File: src/rtl/mano_ctrl_seq.sv
// Timing and control sequencer for the 16-bit basic-computer datapath.
// Steps SC through fetch, decode and the memory-reference instructions and
// decodes the registered step into the register-file, bus, ALU and memory strobes.
module mano_ctrl_seq #(
    parameter logic        AUTO_START = 1'b0,
    parameter logic [15:0] HLT_CODE   = 16'h7001
) (
    input  logic        CLK,
    input  logic        RST_N,
    input  logic        START,
    input  logic [15:0] IR_IN,
    input  logic        DR_ZERO,
    output logic [2:0]  BUS_SEL,
    output logic        AR_LD,
    output logic        AR_INR,
    output logic        PC_LD,
    output logic        PC_INR,
    output logic        DR_LD,
    output logic        DR_INR,
    output logic        IR_LD,
    output logic        AC_LD,
    output logic [1:0]  ALU_OP,
    output logic        MEM_RD,
    output logic        MEM_WE,
    output logic        RUN,
    output logic [3:0]  SC
);

    localparam int unsigned ScW = 4;

    localparam logic [2:0] BusNone = 3'd0;
    localparam logic [2:0] BusAr   = 3'd1;
    localparam logic [2:0] BusPc   = 3'd2;
    localparam logic [2:0] BusDr   = 3'd3;
    localparam logic [2:0] BusAc   = 3'd4;
    localparam logic [2:0] BusIr   = 3'd5;
    localparam logic [2:0] BusMem  = 3'd7;

    localparam logic [1:0] AluPass = 2'd0;
    localparam logic [1:0] AluAnd  = 2'd1;
    localparam logic [1:0] AluAdd  = 2'd2;

    typedef enum logic {
        Halted  = 1'b0,
        Running = 1'b1
    } runState_t;

    runState_t        runState, runNext;
    logic [ScW-1:0]   sc, scNext;
    logic             iLat, iNext;
    logic [2:0]       dLat, dNext;

    // State register: run flag, sequence counter and latched I/D fields.
    always_ff @(posedge CLK) begin
        if (!RST_N) begin
            runState <= AUTO_START ? Running : Halted;
            sc       <= '0;
            iLat     <= 1'b0;
            dLat     <= 3'd0;
        end else begin
            runState <= runNext;
            sc       <= scNext;
            iLat     <= iNext;
            dLat     <= dNext;
        end
    end

    // Next-step sequencing and per-step strobe decode.
    always_comb begin
        runNext = runState;
        scNext  = sc;
        iNext   = iLat;
        dNext   = dLat;
        BUS_SEL = BusNone;
        AR_LD   = 1'b0;
        AR_INR  = 1'b0;
        PC_LD   = 1'b0;
        PC_INR  = 1'b0;
        DR_LD   = 1'b0;
        DR_INR  = 1'b0;
        IR_LD   = 1'b0;
        AC_LD   = 1'b0;
        ALU_OP  = AluPass;
        MEM_RD  = 1'b0;
        MEM_WE  = 1'b0;

        case (runState)
            Halted: begin
                if (START) begin
                    runNext = Running;
                    scNext  = '0;
                end
            end
            Running: begin
                scNext = sc + ScW'(1);
                case (sc)
                    4'd0: begin
                        BUS_SEL = BusPc;
                        AR_LD   = 1'b1;
                    end
                    4'd1: begin
                        MEM_RD  = 1'b1;
                        BUS_SEL = BusMem;
                        IR_LD   = 1'b1;
                        PC_INR  = 1'b1;
                    end
                    4'd2: begin
                        BUS_SEL = BusIr;
                        AR_LD   = 1'b1;
                        iNext   = IR_IN[15];
                        dNext   = IR_IN[14:12];
                    end
                    4'd3: begin
                        if (dLat == 3'd7) begin
                            if (IR_IN == HLT_CODE) runNext = Halted;
                            scNext = '0;
                        end else if (iLat) begin
                            MEM_RD  = 1'b1;
                            BUS_SEL = BusMem;
                            AR_LD   = 1'b1;
                        end
                    end
                    4'd4: begin
                        case (dLat)
                            3'd0, 3'd1, 3'd2, 3'd6: begin
                                MEM_RD  = 1'b1;
                                BUS_SEL = BusMem;
                                DR_LD   = 1'b1;
                            end
                            3'd3: begin
                                BUS_SEL = BusAc;
                                MEM_WE  = 1'b1;
                                scNext  = '0;
                            end
                            3'd4: begin
                                BUS_SEL = BusAr;
                                PC_LD   = 1'b1;
                                scNext  = '0;
                            end
                            3'd5: begin
                                BUS_SEL = BusPc;
                                MEM_WE  = 1'b1;
                                AR_INR  = 1'b1;
                            end
                            default: scNext = '0;
                        endcase
                    end
                    4'd5: begin
                        case (dLat)
                            3'd0: begin
                                AC_LD  = 1'b1;
                                ALU_OP = AluAnd;
                                scNext = '0;
                            end
                            3'd1: begin
                                AC_LD  = 1'b1;
                                ALU_OP = AluAdd;
                                scNext = '0;
                            end
                            3'd2: begin
                                AC_LD  = 1'b1;
                                ALU_OP = AluPass;
                                scNext = '0;
                            end
                            3'd5: begin
                                BUS_SEL = BusAr;
                                PC_LD   = 1'b1;
                                scNext  = '0;
                            end
                            3'd6: DR_INR = 1'b1;
                            default: scNext = '0;
                        endcase
                    end
                    4'd6: begin
                        if (dLat == 3'd6) begin
                            BUS_SEL = BusDr;
                            MEM_WE  = 1'b1;
                            PC_INR  = DR_ZERO;
                        end
                        scNext = '0;
                    end
                    // Illegal steps recover to T0 with no strobes.
                    default: scNext = '0;
                endcase
            end
            default: begin
                runNext = Halted;
                scNext  = '0;
            end
        endcase
    end

    assign RUN = (runState == Running);
    assign SC  = sc;

endmodule

File: config.mk
export PLATFORM = sky130hd
export DESIGN_NAME = mano_ctrl_seq
export DESIGN_NICKNAME = d
export VERILOG_FILES = /design/src/rtl/mano_ctrl_seq.sv
export SDC_FILE = /design/constraint.sdc
export NUM_CORES = 1
export LEC_CHECK = 0
export CORE_MARGIN = 2
export CORE_UTILIZATION = 41
export DETAILED_ROUTE_END_ITERATION = 12
export PLACE_DENSITY = 0.79
export SYNTH_ARGS = -nofsm -noshare
export SYNTH_HDL_FRONTEND = slang
export SYNTH_SLANG_ARGS = --single-unit
File: constraint.sdc
create_clock -name CLK -period 2.1 [get_ports CLK]
set_input_delay 0.21 -clock CLK [delete_from_list [all_inputs] [get_ports CLK]]
set_output_delay 0.21 -clock CLK [all_outputs]
set_load 0.005 [all_outputs]
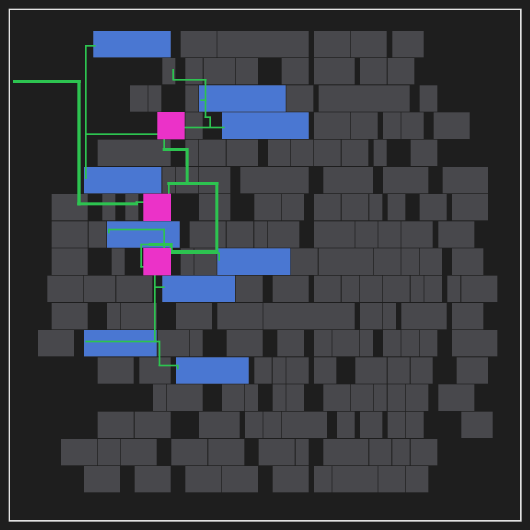
Fig. 1. Clock distribution (run 1).
Drawn at 10 px/um.
[clock wires] green | length: 135 um
[flip-flops] blue | count: 9
[clock drivers] magenta | count: 3
routed clock nets	4
setup skew after layout: 0.000393 ns
relative contribution of the clock network to total power: 28.6%
insertion delay to the later sink of the worst-skew pair: 0.26 ns
clock network power: 137 uW

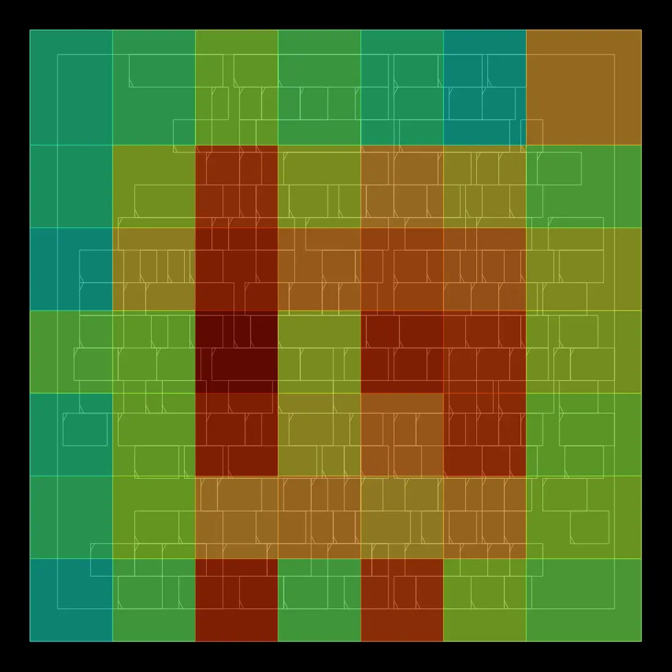
Fig. 2. Routing congestion map (run 1).
most congested layer reported by global routing: met2
global-route met2 utilization: 44.4%

==> Implementation_results.wiki <==
=== Synthesis and place and route ===
{| class="wikitable"
! Metric !! Value
|-
| Multi-input gates || slightly below 100
|-
| Combined flip-flop and latch cell area || between 150 and 200 sq um
|-
| Number of nets in the synthesized netlist || roughly 150
|-
| Area after detailed placement || approximately 0.0014 sq mm
|-
| Die H || just over 50 um
|-
| Worst slew slack as a fraction of its limit || a little over two thirds
|-
| Non-filler instance count after layout || 203
|-
| Fraction of layout instances using a drive strength above 1 || 24.0%
|-
| Actual transition at the worst max-transition pin || 0.458 ns
|-
| Count of cells resized by post-cts repair || 28
|-
| Number of port buffers || 39
|-
| Top cells by area in the synthesized netlist || sky130_fd_sc_hd__dfxtp_1 20%, sky130_fd_sc_hd__a21oi_1 6.1%, sky130_fd_sc_hd__ha_1 5.5%, sky130_fd_sc_hd__o311ai_1 4.8%, sky130_fd_sc_hd__mux2i_1 4.4%
|-
| Slew Limit Fails || 0
|-
| Gr usage total || 25.0%
|-
| Type of element capturing the critical path || output pin
|-
| CP arrival || 1.81 ns
|-
| Met1 Use GR || 30.3%
|-
| Number of setup violations in the final report || 0
|-
| Cells in synth_stat.txt || roughly 120
|-
| Final Cycle Share || between 90% and 100%
|-
| Max FFs per register || 4
|-
| Number of well taps || 28
|-
| Portion of the layout cell area used by clock cells || between 1.5 and 2%
|-
| Syn-to-layout area delta || 70.0%
|-
| R2r setup slk || 0.16 ns
|-
| Clock-pin slew of the registers on the worst-case setup and hold paths || 0.06 ns
|-
| Hold Path Class || primary input to flop
|-
| Outcome || finished, final reports clean
|-
| DRC viols || 0
|-
| Clkbuf count || 4
|-
| Top-level port count || approximately 40
|-
| TritonCTS clock tree || yes
|-
| Worst vdd ir || around 0.00032 V
|-
| Static leakage || 0.000689 uW
|-
| Top achievable clock speed || between 400 and 500 MHz
|-
| Met1 layer wirelength in the final routing || ~1200 um
|-
| Pre-Place Util || 42.2%
|-
| Delay contributed by the slowest stage of the critical path || ~0.37 ns
|-
| H-tree depth || 1
|-
| Reg-to-reg endpoint || SC[2]$_SDFFE_PN0P_
|-
| Sequential cell count || 9
|-
| Leading area contributor after synthesis || sky130_fd_sc_hd__dfxtp_1
|-
| Cell with the most instances after synthesis || sky130_fd_sc_hd__a21oi_1
|-
| Fill count || about 170
|-
| Total number of vias || roughly 1.2k
|-
| Sum of negative setup slack || 0 ns
|-
| Core Rows || 17
|-
| Detailed-route vias per instance || 5.68
|-
| Worst Setup Path Type || flop to output pin
|-
| Required time of the critical path || 1.89 ns
|-
| Non-clock buffer instance count of the final layout || between 50 and 60
|-
| Clock tree buffer depth || 2
|-
| Clock Tree Root || sky130_fd_sc_hd__clkbuf_4
|-
| Post-Synthesis Cells || approximately 120
|-
| WHS Endpoint || RUN$_SDFF_PN0_
|-
| Seq pwr share || 38.7%
|}
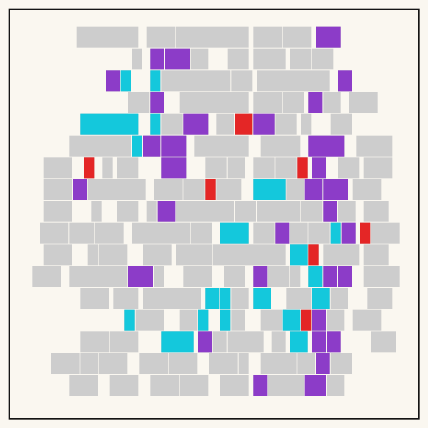
Fig. 3. Gate-type map (run 1).
Drawn at 8 px/um.
family	color	cells
inverters	red	7
inverting AOI/OAI gates	purple	32
NAND gates	cyan	20
top logic cell by instance count in the layout: sky130_fd_sc_hd__clkdlybuf4s50_1
multi-input logic portion of the cell area: 47.0%

-- run 1: cell usage in the layout (no fill, tap or decap), types with 5 or more instances in the layout --
master,netlist,layout
sky130_fd_sc_hd__a21oi_1,11,11
sky130_fd_sc_hd__buf_4,0,18
sky130_fd_sc_hd__clkdlybuf4s50_1,0,28
sky130_fd_sc_hd__dfxtp_1,9,5
sky130_fd_sc_hd__dlymetal6s2s_1,0,6
sky130_fd_sc_hd__inv_1,7,5
sky130_fd_sc_hd__nand2_1,9,9
sky130_fd_sc_hd__nor2_1,8,8
sky130_fd_sc_hd__nor2b_1,5,5
sky130_fd_sc_hd__o21ai_0,8,5
sky130_fd_sc_hd__o311ai_1,5,5
-- run 1: how the worst max path moves through the flow --
stage	from	to	cells past startpoint
final	SC[0]$_SDFFE_PN0P_	BUS_SEL[0]	7
after global routing	SC[0]$_SDFFE_PN0P_	BUS_SEL[1]	7
after CTS	SC[1]$_SDFFE_PN0P_	AR_LD	6
after detailed placement	SC[1]$_SDFFE_PN0P_	BUS_SEL[0]	6
after global placement	SC[1]$_SDFFE_PN0P_	BUS_SEL[0]	6
after floorplan	SC[0]$_SDFFE_PN0P_	SC[2]$_SDFFE_PN0P_	6
-- run 1: power by group through the flow --
stage	Sequential (uW)	Combinational, uW	Clock, uW
3_5_place_dp	187	142	0
4_1_cts	184	152	134
2_1_floorplan	183	62.8	0
5_1_grt	185	170	144
3_3_place_gp	186	138	0
6_report	185	156	137
-- run 1: cells by family after synthesis --
family                   Yosys count  share of synthesized area [%]
adder cells (fa/ha/maj)            4                           5.53
AND-OR/OR-AND                     33                           22.9
flip-flops                         9                           19.9
XOR/XNOR                           1                          0.967
buffers and inverters             14                           7.32
AND/OR/NAND/NOR                   56                           38.9
multiplexers                       4                           4.42
Power figures rest on the tool's default switching activity, not on a simulated workload.
